cell_classes.png
Bar = 50 µm.
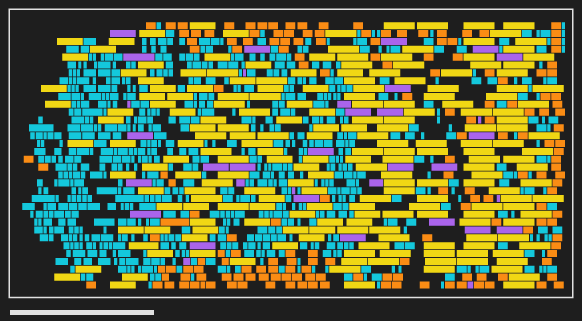
final_congestion.png
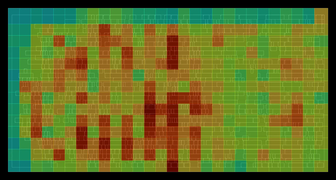
gate_families.png
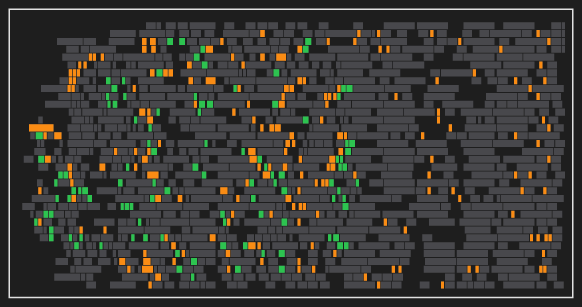
`src/rtl/inst_fetch_pkg.sv`:
```
// Shared constants and types for the instruction fetch unit.
package inst_fetch_pkg;

    localparam int unsigned REGWIDTH = 32;
    localparam logic [REGWIDTH-1:0] PC_RESET_DEFAULT = 32'h0000_0000;

    localparam logic [6:0] JAL    = 7'b1101111;
    localparam logic [6:0] JALR   = 7'b1100111;
    localparam logic [6:0] BRANCH = 7'b1100011;

    // In-flight and drop counters; must cover the worst-case number of
    // unreturned requests across back-to-back redirects.
    localparam int unsigned CNTW = 8;

    typedef enum logic [1:0] {
        IF_BOOT = 2'd0,
        IF_RUN  = 2'd1,
        IF_HALT = 2'd2
    } if_state_e;

    function automatic logic [REGWIDTH-1:0] align_word(input logic [REGWIDTH-1:0] a);
        return {a[REGWIDTH-1:2], 2'b00};
    endfunction

endpackage

```
`src/rtl/inst_fetch_fifo.sv`:
```
// Instruction buffer: synchronous FIFO of {pc, inst} records with flush.
module inst_fifo #(
    parameter int unsigned DEPTH = 2,
    parameter int unsigned WIDTH = 64
) (
    input  logic                       i_clk,
    input  logic                       i_rst,
    input  logic                       i_push,
    input  logic [WIDTH-1:0]           i_push_data,
    input  logic                       i_pop,
    input  logic                       i_flush,
    output logic [WIDTH-1:0]           o_head,
    output logic [$clog2(DEPTH):0]     o_count,
    output logic                       o_empty,
    output logic                       o_full
);

    localparam int unsigned AW = $clog2(DEPTH);
    localparam int unsigned CW = AW + 1;

    logic [WIDTH-1:0] r_mem [DEPTH];
    logic [AW-1:0]    r_rd;
    logic [AW-1:0]    r_wr;
    logic [CW-1:0]    r_count;
    logic             w_do_push;
    logic             w_do_pop;

    assign o_count   = r_count;
    assign o_empty   = (r_count == '0);
    assign o_full    = (r_count == CW'(DEPTH));
    assign w_do_pop  = i_pop & ~o_empty;
    assign w_do_push = i_push & (~o_full | w_do_pop);
    // Head reads as zero when empty so the outputs carry no stale data.
    assign o_head    = o_empty ? '0 : r_mem[r_rd];

    always_ff @(posedge i_clk or posedge i_rst) begin
        if (i_rst) begin
            r_rd    <= '0;
            r_wr    <= '0;
            r_count <= '0;
        end else if (i_flush) begin
            r_rd    <= '0;
            r_wr    <= '0;
            r_count <= '0;
        end else begin
            if (w_do_push) r_wr <= r_wr + AW'(1);
            if (w_do_pop)  r_rd <= r_rd + AW'(1);
            r_count <= r_count + CW'(w_do_push) - CW'(w_do_pop);
        end
    end

    always_ff @(posedge i_clk) begin
        if (w_do_push && !i_flush) r_mem[r_wr] <= i_push_data;
    end

endmodule

```
`src/rtl/inst_fetch.sv`:
```
// Instruction fetch: PC, request credit, stale-response dropping, and the
// decode-facing instruction buffer.
module inst_fetch
    import inst_fetch_pkg::*;
#(
    parameter logic [REGWIDTH-1:0] PC_RESET = PC_RESET_DEFAULT,
    parameter int unsigned         DEPTH    = 2
) (
    input  logic                clk,
    input  logic                rst,
    output logic                imem_req_valid,
    input  logic                imem_req_ready,
    output logic [REGWIDTH-1:0] imem_addr,
    input  logic                imem_rsp_valid,
    input  logic [REGWIDTH-1:0] imem_rsp_data,
    output logic                inst_valid,
    input  logic                inst_ready,
    output logic [REGWIDTH-1:0] inst,
    output logic [REGWIDTH-1:0] inst_pc,
    input  logic                redirect_valid,
    input  logic [REGWIDTH-1:0] redirect_pc,
    input  logic                halt,
    output logic                misalign_err
);

    localparam int unsigned CW = $clog2(DEPTH) + 1;

    if_state_e           r_state;
    if_state_e           w_state_next;
    logic [REGWIDTH-1:0] r_pc;
    logic [REGWIDTH-1:0] r_rsp_pc;
    logic [CNTW-1:0]     r_out;
    logic [CNTW-1:0]     r_drop;
    logic                r_hold;

    logic                w_req_fire;
    logic                w_rsp_keep;
    logic                w_rsp_drop;
    logic                w_pop;
    logic [CNTW-1:0]     w_live;
    logic [CNTW:0]       w_occ;
    logic                w_credit;
    logic [CW-1:0]       w_count;
    logic                w_empty;
    logic                w_full;
    logic [2*REGWIDTH-1:0] w_head;

    assign w_req_fire = imem_req_valid & imem_req_ready;
    assign w_rsp_keep = imem_rsp_valid & ~redirect_valid & (r_drop == '0);
    assign w_rsp_drop = imem_rsp_valid & ~redirect_valid & (r_drop != '0);
    assign w_pop      = inst_valid & inst_ready;

    // Requests destined to be dropped never occupy the buffer, and a slot
    // freed by this cycle's pop is usable by a request issued now.
    assign w_live   = r_out - r_drop;
    assign w_occ    = {1'b0, w_live} + (CNTW+1)'(w_count) - (CNTW+1)'(w_pop);
    assign w_credit = (w_occ < (CNTW+1)'(DEPTH));

    always_ff @(posedge clk or posedge rst) begin
        if (rst) r_state <= IF_BOOT;
        else     r_state <= w_state_next;
    end

    always_comb begin
        w_state_next = r_state;
        unique case (r_state)
            IF_BOOT: w_state_next = IF_RUN;
            IF_RUN:  if (halt)  w_state_next = IF_HALT;
            IF_HALT: if (!halt) w_state_next = IF_RUN;
            default: w_state_next = IF_BOOT;
        endcase
    end

    // A request left pending by a low ready is held until accepted, so
    // valid/address stay stable even if halt or credit change meanwhile.
    always_comb begin
        imem_req_valid = 1'b0;
        if (!redirect_valid)
            imem_req_valid = r_hold | ((r_state == IF_RUN) & w_credit);
    end

    assign imem_addr    = r_pc;
    assign misalign_err = redirect_valid & (|redirect_pc[1:0]);

    always_ff @(posedge clk or posedge rst) begin
        if (rst) begin
            r_pc     <= PC_RESET;
            r_rsp_pc <= PC_RESET;
            r_out    <= '0;
            r_drop   <= '0;
            r_hold   <= 1'b0;
        end else begin
            r_hold <= imem_req_valid & ~imem_req_ready;
            r_out  <= r_out + CNTW'(w_req_fire) - CNTW'(imem_rsp_valid);
            if (redirect_valid) begin
                r_pc     <= align_word(redirect_pc);
                r_rsp_pc <= align_word(redirect_pc);
                r_drop   <= r_out - CNTW'(imem_rsp_valid);
            end else begin
                if (w_req_fire) r_pc     <= r_pc + 32'd4;
                if (w_rsp_keep) r_rsp_pc <= r_rsp_pc + 32'd4;
                if (w_rsp_drop) r_drop   <= r_drop - CNTW'(1);
            end
        end
    end

    inst_fifo #(
        .DEPTH (DEPTH),
        .WIDTH (2*REGWIDTH)
    ) u_fifo (
        .i_clk       (clk),
        .i_rst       (rst),
        .i_push      (w_rsp_keep),
        .i_push_data ({r_rsp_pc, imem_rsp_data}),
        .i_pop       (w_pop),
        .i_flush     (redirect_valid),
        .o_head      (w_head),
        .o_count     (w_count),
        .o_empty     (w_empty),
        .o_full      (w_full)
    );

    assign inst_valid = ~w_empty;
    assign inst_pc    = w_head[2*REGWIDTH-1:REGWIDTH];
    assign inst       = w_head[REGWIDTH-1:0];

    a_no_overflow: assert property (@(posedge clk) disable iff (rst)
        !(w_rsp_keep && w_full && !w_pop));

endmodule

```
`config.mk`:
```
export PLATFORM = sky130hd
export DESIGN_NAME = inst_fetch
export DESIGN_NICKNAME = d
export VERILOG_FILES = /design/src/rtl/inst_fetch_pkg.sv /design/src/rtl/inst_fetch_fifo.sv /design/src/rtl/inst_fetch.sv
export SDC_FILE = /design/constraint.sdc
export NUM_CORES = 1
export LEC_CHECK = 0
export CAP_MARGIN = 15
export CORE_ASPECT_RATIO = 0.5
export CORE_MARGIN = 2
export CORE_UTILIZATION = 58
export DETAILED_ROUTE_END_ITERATION = 10
export MAX_ROUTING_LAYER = met4
export PLACE_DENSITY = 0.85
export SLEW_MARGIN = 10
export SYNTH_ARGS = -nofsm -noshare
export SYNTH_HDL_FRONTEND = slang
export SYNTH_SLANG_ARGS = --single-unit
```
`constraint.sdc`:
```
create_clock -name clk -period 13.6 [get_ports clk]
set_input_delay 2.04 -clock clk [delete_from_list [all_inputs] [get_ports clk]]
set_output_delay 2.04 -clock clk [all_outputs]
set_load 0.05 [all_outputs]
```
==> flow_summary.json <==
{
  "cts_inserted_buffers": 19,
  "arrival_ns": 7.16,
  "die_area_um2": 19300,
  "grt_max_degree": 91,
  "intPower_mw": 1.70,
  "maxCapViolCount": 0,
  "antenna_found_initial": 0,
  "rsz0062_at_grt": "no",
  "power_clock_mw": 0.572,
  "cts_resized": 0,
  "pwr-share-clk": 0.191,
  "fin_cells": 1342,
  "switching_power_mw": 1.30,
  "post-route-min-period_ns": 9.20,
  "vias_per_cell": 5.71,
  "power_leader": "combinational cells",
  "ff2ff_setup_slack_ns": 6.89,
  "ys_seq_share": 0.551,
  "max_clock_freq_ghz": 0.109,
  "htreeDepth": 1,
  "diodes": 0,
  "clock_latency_ns": 0.49,
  "tritoncts": "done",
  "die_y_um": 99.3,
  "final_cell_mix": "clkdlybuf4s50_1, nor2_1, edfxtp_1",
  "outcome": "completed",
  "routed_wl_mm": 23.8,
  "topCellsByArea": "edfxtp_1, dfrtp_1, mux2i_1",
  "area_growth_pct": 24.1,
  "top_area_frac": 0.354,
  "clk_transition_reported_paths_ns": 0.07,
  "post_cts_buffers": 0,
  "p_leak_nw": 4.86,
  "clock_skew_ns": 0.0122,
  "synthCells": 942,
  "dpl.cell_count": 1307,
  "ys_types": 61,
  "synth-edff-count": 124,
  "setup_viol": 0,
  "numClockSinks": 207,
  "power_density_nw_per_um2": 229,
  "flop_cell": "edfxtp_1",
  "avgSynthCellArea_um2": 11.2,
  "lay_top_count": "clkdlybuf4s50_1",
  "syn-cell-area_um2": 10500,
  "finalInstanceArea_um2": 13100,
  "ys_warn_count": 0,
  "p_sw_frac": 0.434,
  "synth_flops": 207,
  "min_from": "r_out[0]"
}
Back to the opening pictures, cell_classes.png:
colour	class	cells	share of their area
cyan	all other logic	694	36%
yellow	flip-flops	207	45%
orange	other buffers and delay cells	173	14%
purple	clock drivers and dummy loads	34	5.3%

Back to the opening pictures, final_congestion.png:
GRT busiest layer: met2
Core Util, Final: 0.744
Wirelength per Cell: 17.7 µm
GR Util met1: 0.339
Tot GR Track Use: 0.254

Back to the opening pictures, gate_families.png:
colour	family	cells
orange	NOR gates	187
green	NAND gates	106

==> critical path, stage by stage <==
cell,delay (ns)
clkdlybuf4s50_1,0.47
nor2b_1,0.22
ha_1,0.30
nor2_1,0.16
fa_1,0.23
a21oi_1,0.11
o21ai_1,0.34
a211oi_1,0.12
a2111oi_0,0.47
and3_1,0.29
mux2i_1,0.20
o211ai_1,0.28
o21bai_2,0.84
and2_1,0.26
clkdlybuf4s50_1,0.82
==> through the flow <==
step,power (mW),worst slack [ns]
final,3.00,4.40
after detailed placement,2.42,4.44
after global placement,2.37,4.57
after global routing,3.19,4.04
after CTS,3.00,4.43
after floorplan,2.04,6.24
==> state kept, by name (all words and copies together), names as in the netlist <==
name	flops
imem_addr	30
r_drop	8
r_hold	1
r_out	8
r_rsp_pc	30
r_state	2
u_fifo.o_count	2
u_fifo.r_mem	124
u_fifo.r_rd	1
u_fifo.r_wr	1
==> layer usage <==
| layer | global-route usage | share of wire | up-vias |
|---|---|---|---|
| li1 | - | - | 3667 |
| met1 | 0.339 | 0.44 | 3725 |
| met2 | 0.417 | 0.49 | 232 |
| met3 | 0.0292 | 0.053 | 39 |
| met4 | 0.0751 | 0.021 | 0 |
| met5 | - | 0 | - |
==> layout make-up <==
cell class,count,share of cell area
Sequential cell,207,0.444
Timing Repair Buffer,173,0.132
Clock inverter,8,0.00718
Clock buffer,26,0.0448
Inverter,54,0.0155
Multi-Input combinational cell,640,0.334
Tap cell,234,0.0224
==> cells by family (layout without fill, tap and decap cells) <==
family,after synthesis,in the layout,share of synthesized area
AND/OR/NAND/NOR,334,334,0.156
flip-flops,207,207,0.551
AND-OR/OR-AND,129,129,0.0859
buffers and inverters,98,261,0.0378
multiplexers,73,73,0.0699
XOR/XNOR,63,63,0.0537
adder cells (fa/ha/maj),37,37,0.0461
other,1,4,0.000356
Power figures rest on the tool's default switching activity, not on a simulated workload.
